Run 1, placement view:
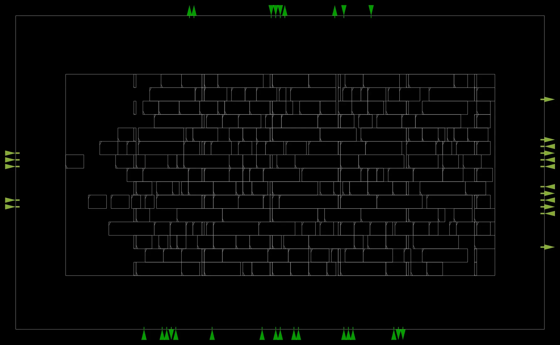
Run 1, sequential cells colored by netlist name:
(3 px per um) Other sequential cells in the stronger gray, the rest of the logic in the fainter gray.
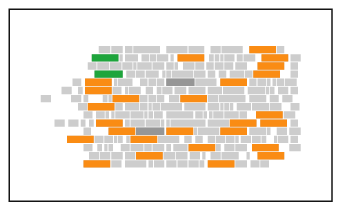
Run 1, clock network drawn from the DEF:
(3 px per um)
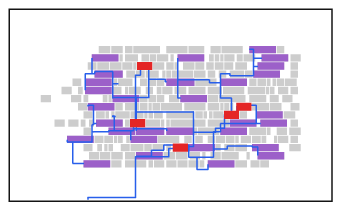
File: src/rtl/bus_narrower_26_8.sv
// Wide-to-narrow serializer: one IN_W-bit word in, ceil(IN_W/OUT_W) OUT_W-bit beats out.
// Define BUS_NARROWER_PARITY_EN to add the registered even-parity output out_par.
module bus_narrower_26_8 #(
   parameter int IN_W      = 26,
   parameter int OUT_W     = 8,
   parameter int MSB_FIRST = 0,
   localparam int BEATS    = (IN_W + OUT_W - 1) / OUT_W,
   localparam int PW       = BEATS * OUT_W,
   localparam int BW       = (BEATS > 1) ? $clog2(BEATS) : 1
) (
   input  logic             clk,
   input  logic             rst_n,
   input  logic [IN_W-1:0]  in_data,
   input  logic             in_valid,
   output logic             in_ready,
   output logic [OUT_W-1:0] out_data,
   output logic             out_valid,
   input  logic             out_ready,
   output logic             out_last,
   output logic [BW-1:0]    out_idx
`ifdef BUS_NARROWER_PARITY_EN
   ,
   output logic             out_par
`endif
);

   typedef enum logic {IDLE, SEND} state_t;

   state_t        state_q, state_d;
   logic [PW-1:0] shreg_q, shreg_d;
   logic [BW-1:0] idx_d;
   logic          last_d;
   logic          xfer;
   logic          accept;

   // The beat on the wire is always the transmit-side end of the shift register.
   function automatic logic [OUT_W-1:0] front_beat(input logic [PW-1:0] w);
      return (MSB_FIRST != 0) ? w[PW-1 -: OUT_W] : w[OUT_W-1:0];
   endfunction

   assign out_valid = (state_q == SEND);
   assign xfer      = out_valid && out_ready;
   assign in_ready  = (state_q == IDLE) || (xfer && out_last);
   assign accept    = in_valid && in_ready;
   assign out_data  = front_beat(shreg_q);

   always_comb begin
      // NOTE: every signal gets a default first so no branch leaves it unassigned (no latch).
      state_d = state_q;
      shreg_d = shreg_q;
      idx_d   = out_idx;
      last_d  = out_last;
      if (accept) begin
         // Entered from IDLE or on the final beat, which gives gap-free back-to-back words.
         state_d = SEND;
         shreg_d = PW'(in_data);
         idx_d   = '0;
         last_d  = (BEATS == 1);
      end else if (xfer && !out_last) begin
         shreg_d = (MSB_FIRST != 0) ? (shreg_q << OUT_W) : (shreg_q >> OUT_W);
         idx_d   = out_idx + BW'(1);
         last_d  = (idx_d == BW'(BEATS - 1));
      end else if (xfer) begin
         state_d = IDLE;
         idx_d   = '0;
         last_d  = 1'b0;
      end
   end

`ifdef BUS_NARROWER_PARITY_EN
   logic [OUT_W-1:0] beat_d;
   assign beat_d = front_beat(shreg_d);
`endif

   always_ff @(posedge clk or negedge rst_n) begin
      if (!rst_n) begin
         state_q  <= IDLE;
         shreg_q  <= '0;
         out_idx  <= '0;
         out_last <= 1'b0;
`ifdef BUS_NARROWER_PARITY_EN
         out_par  <= 1'b0;
`endif
      end else begin
         // NOTE: non-blocking assignments so every register samples pre-edge values.
         state_q  <= state_d;
         shreg_q  <= shreg_d;
         out_idx  <= idx_d;
         out_last <= last_d;
`ifdef BUS_NARROWER_PARITY_EN
         out_par  <= ^beat_d;
`endif
      end
   end

endmodule

File: config.mk
export PLATFORM = sky130hd
export DESIGN_NAME = bus_narrower_26_8
export DESIGN_NICKNAME = d
export VERILOG_FILES = /design/src/rtl/bus_narrower_26_8.sv
export SDC_FILE = /design/constraint.sdc
export NUM_CORES = 1
export LEC_CHECK = 0
export CORE_ASPECT_RATIO = 0.5
export CORE_MARGIN = 10
export CORE_UTILIZATION = 43
export DETAILED_ROUTE_END_ITERATION = 6
export PLACE_DENSITY = 0.75
export SETUP_SLACK_MARGIN = 0.05
export SLEW_MARGIN = 20
export SYNTH_ARGS = -nofsm -noshare
export SYNTH_HDL_FRONTEND = slang
export SYNTH_SLANG_ARGS = --single-unit
File: constraint.sdc
create_clock -name clk -period 1.35 [get_ports clk]
set_clock_uncertainty 0.2 [all_clocks]
set_input_delay 0.27 -clock clk [delete_from_list [all_inputs] [get_ports clk]]
set_output_delay 0.27 -clock clk [all_outputs]
set_load 0.02 [all_outputs]
==> flow_metrics.tcl, run 1 <==
# metrics dict for downstream scripts
set metrics [dict create \
    outcome "finished with violations" \
    violations "negative setup slack" \
    diodes 0 \
    vdd_drop_max_v 0.000740 \
    core_util_floorplan_pct 46.0 \
    synth_area_sq_um 1630 \
    drtIter0Drc 136 \
    use_met2_pct 19.8 \
    simple_gate_area_share_pct 16.0 \
    numPortBuffers 42 \
    pre_cts_ws_ps -674 \
    inverters 11 \
    fa_ha_area_share_pct 0.767 \
    slew_headroom_pct 78.7 \
    grt_max_degree 31 \
    sh_comb_area_pct 33.9 \
    synthFlopType "dfrtp_1" \
    cts_resized 92 \
    cts_max_level 2 \
    final_antenna_net_count 0 \
    syn_to_final_growth_pct 65.9 \
    maxCapViolCount 0 \
    busiest_layer "met2" \
    clockBufferDepth 2 \
    drv_slew 0 \
    worst_hold_slack_ps 139 \
    final_hold_viol_count 0 \
    cts_hold_buffers 0 \
    regArea_sq_um 754 \
    rrSetupSlack_ps -220 \
    ys_top_cells_by_count "30 x dfrtp_1, 19 x o21ai_0, 12 x nor2_1" \
    p_leak_nw 1.17 \
    cp_data_arrival_time_ps 1120 \
    timing.fmax_mhz 630 \
    tool_warnings 29 \
    buffers 78 \
    async_reset_ff_share_pct 100 \
    layout_setup_ws_ps -238 \
    logic_family "AND-OR/OR-AND gates" \
    synth.area.top_cells "dfrtp_1 46%, o221a_2 7.6%, o21ai_0 5.8%" \
    setup_viol 31 \
    synthesis.nets 197 \
    synth-edff-count 0 \
]
Notes on 'placement view' above:
fillers: 198
core area: 3550 sq um
final core occ: 76.3%
sequential cell area share: 27.9%
n_taps: 51

Notes on 'sequential cells colored by netlist name' above:
legend:
  `shreg_q`:
    color: orange
    flops: 26
  `out_idx`:
    color: green
    flops: 2
not colored: 2

Notes on 'clock network drawn from the DEF' above:
legend:
  clock-net drivers:
    color: red
    count: 5
  clock wires:
    color: blue
    length: 445 um
  flip-flops:
    color: purple
    count: 30
routed clock nets: 6

-- run 1: critical path, cell delays in order (launching register included) --
cell and delay [ps]:
dfrtp_2 430, a21bo_4 260, buf_6 140
-- run 1: path summary, 6_finish.rpt --
| path | from | endpoint | cells after the start |
|---|---|---|---|
| worst max-delay path | out_valid | in_ready | 2 |
| worst min-delay path | rst_n | shreg_q[14] | 2 |
| worst max register to register | out_last | shreg_q[10] | 5 |
| worst min register to register | shreg_q[20] | shreg_q[20] | 2 |
| max in group asynchronous | rst_n | out_valid | 2 |
| min in group clk | shreg_q[20] | shreg_q[20] | 2 |
-- run 1: report_power, final --
part / total [mW] / internal (mW) / switching (mW)
registers: 1.66 / 1.30 / 0.361
clock network: 0.876 / 0.515 / 0.361
logic: 3.37 / 1.87 / 1.50
total: 5.90 / 3.68 / 2.22
Run 1, port wiring:
(6 px per um)
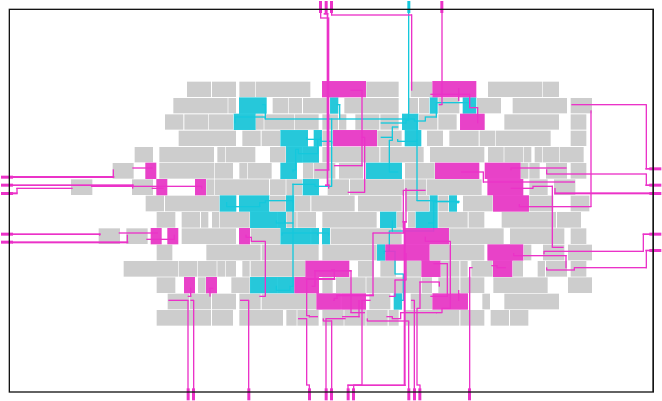

==> run 1 -> run 2 <==
ABC_AREA = 1   (was default)
Run 2, port wiring:
(6 px per um)
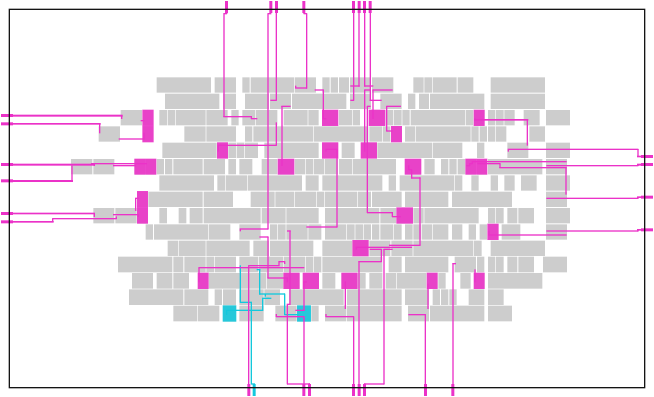
legend:
  `out_ready`:
    color: cyan
    bits: 1
    direction: input
    edge: bottom
    end_cells: 2
    wire: 47.0 um
  `in_data`:
    color: magenta
    bits: 26
    direction: input
    edge: 8 bottom, 8 top, 6 left, 4 right
    end_cells: 26
    wire: 773 um
I/O pins: 43
I/O Buffers: 42

==> flow_metrics.tcl, run 2 <==
# metrics dict for downstream scripts
set metrics [dict create \
    cts_hold_buffers 0 \
    cp_data_arrival_time_ps 1460 \
    design.core.area_sq_um 3470 \
    crit_top_cell "buf_12" \
    maxPowerGroup "combinational logic" \
    cp.depth 7 \
    maxCapViolCount 0 \
    sh_comb_area_pct 29.7 \
    taps 51 \
    inverters 9 \
    p_sw_mw 2.23 \
    rrSetupSlack_ps -140 \
    p_clk_share_pct 15.4 \
    synth.area.top_cells "dfrtp_1 48%, nand2_1 19%, nand3_1 14%" \
    cp_cell_sequence "nand2_4 > buf_12 > nand2_8 > buf_12 > buf_16 > nand3_1 > nand2_1" \
    diodes 0 \
    regArea_sq_um 753 \
    layout_setup_ws_ps -136 \
    violations "negative setup slack" \
    final_antenna_net_count 0 \
    critPathSlowestCell "dfrtp_2" \
    p_leak_nw 1.28 \
    fillers 207 \
    r2r-end "shreg_q[7]" \
    outcome "finished with violations" \
    combPwrFrac_pct 56.3 \
    drtIter0Drc 104 \
    swShare_pct 39.4 \
    ys_top_cells_by_count "79 x nand2_1, 44 x nand3_1, 30 x dfrtp_1, 11 x buf_4, 11 x nand3b_1" \
    endpoint "shreg_q[7]" \
    reg2reg_depth 7 \
    buffers 72 \
    clockBufferDepth 2 \
    final_hold_viol_count 0 \
    synth_area_sq_um 1580 \
    setup_viol 32 \
    timing.fmax_mhz 673 \
    internal_power_mw 3.44 \
    combinationalPower_mw 3.19 \
    p_seq_share_pct 28.3 \
    cts_max_level 2 \
    crit_path_start "out_valid" \
]
[run 2: through the flow]
stage	util (%)	setup slack [ps]	hold slack (ps)	std cells	setup TNS, ps
floorplan	-	16.1	-226	200	0
global placement	59.7	-643	290	290	-20350
detailed placement	59.7	-679	292	290	-21310
CTS	70.9	-106	158	306	-1420
global route	74.2	-172	176	309	-3850
finish	74.2	-136	156	309	-2090
[run 2: layer usage]
| metal | GRT usage (%) | routed length (um) |
|---|---|---|
| met5 | 0 | 0 |
| met4 | 5.87 | 104 |
| met3 | 5.14 | 449 |
| met2 | 25.7 | 2530 |
| met1 | 17.7 | 2030 |
[run 2: timing repair]
item	4_1_cts	5_1_grt
pin swaps	15	10
setup buffers	3	3
resized	110	27
endpoints found under the hold margin	0	0
endpoints found under the setup margin	43	43
cloned	5	0
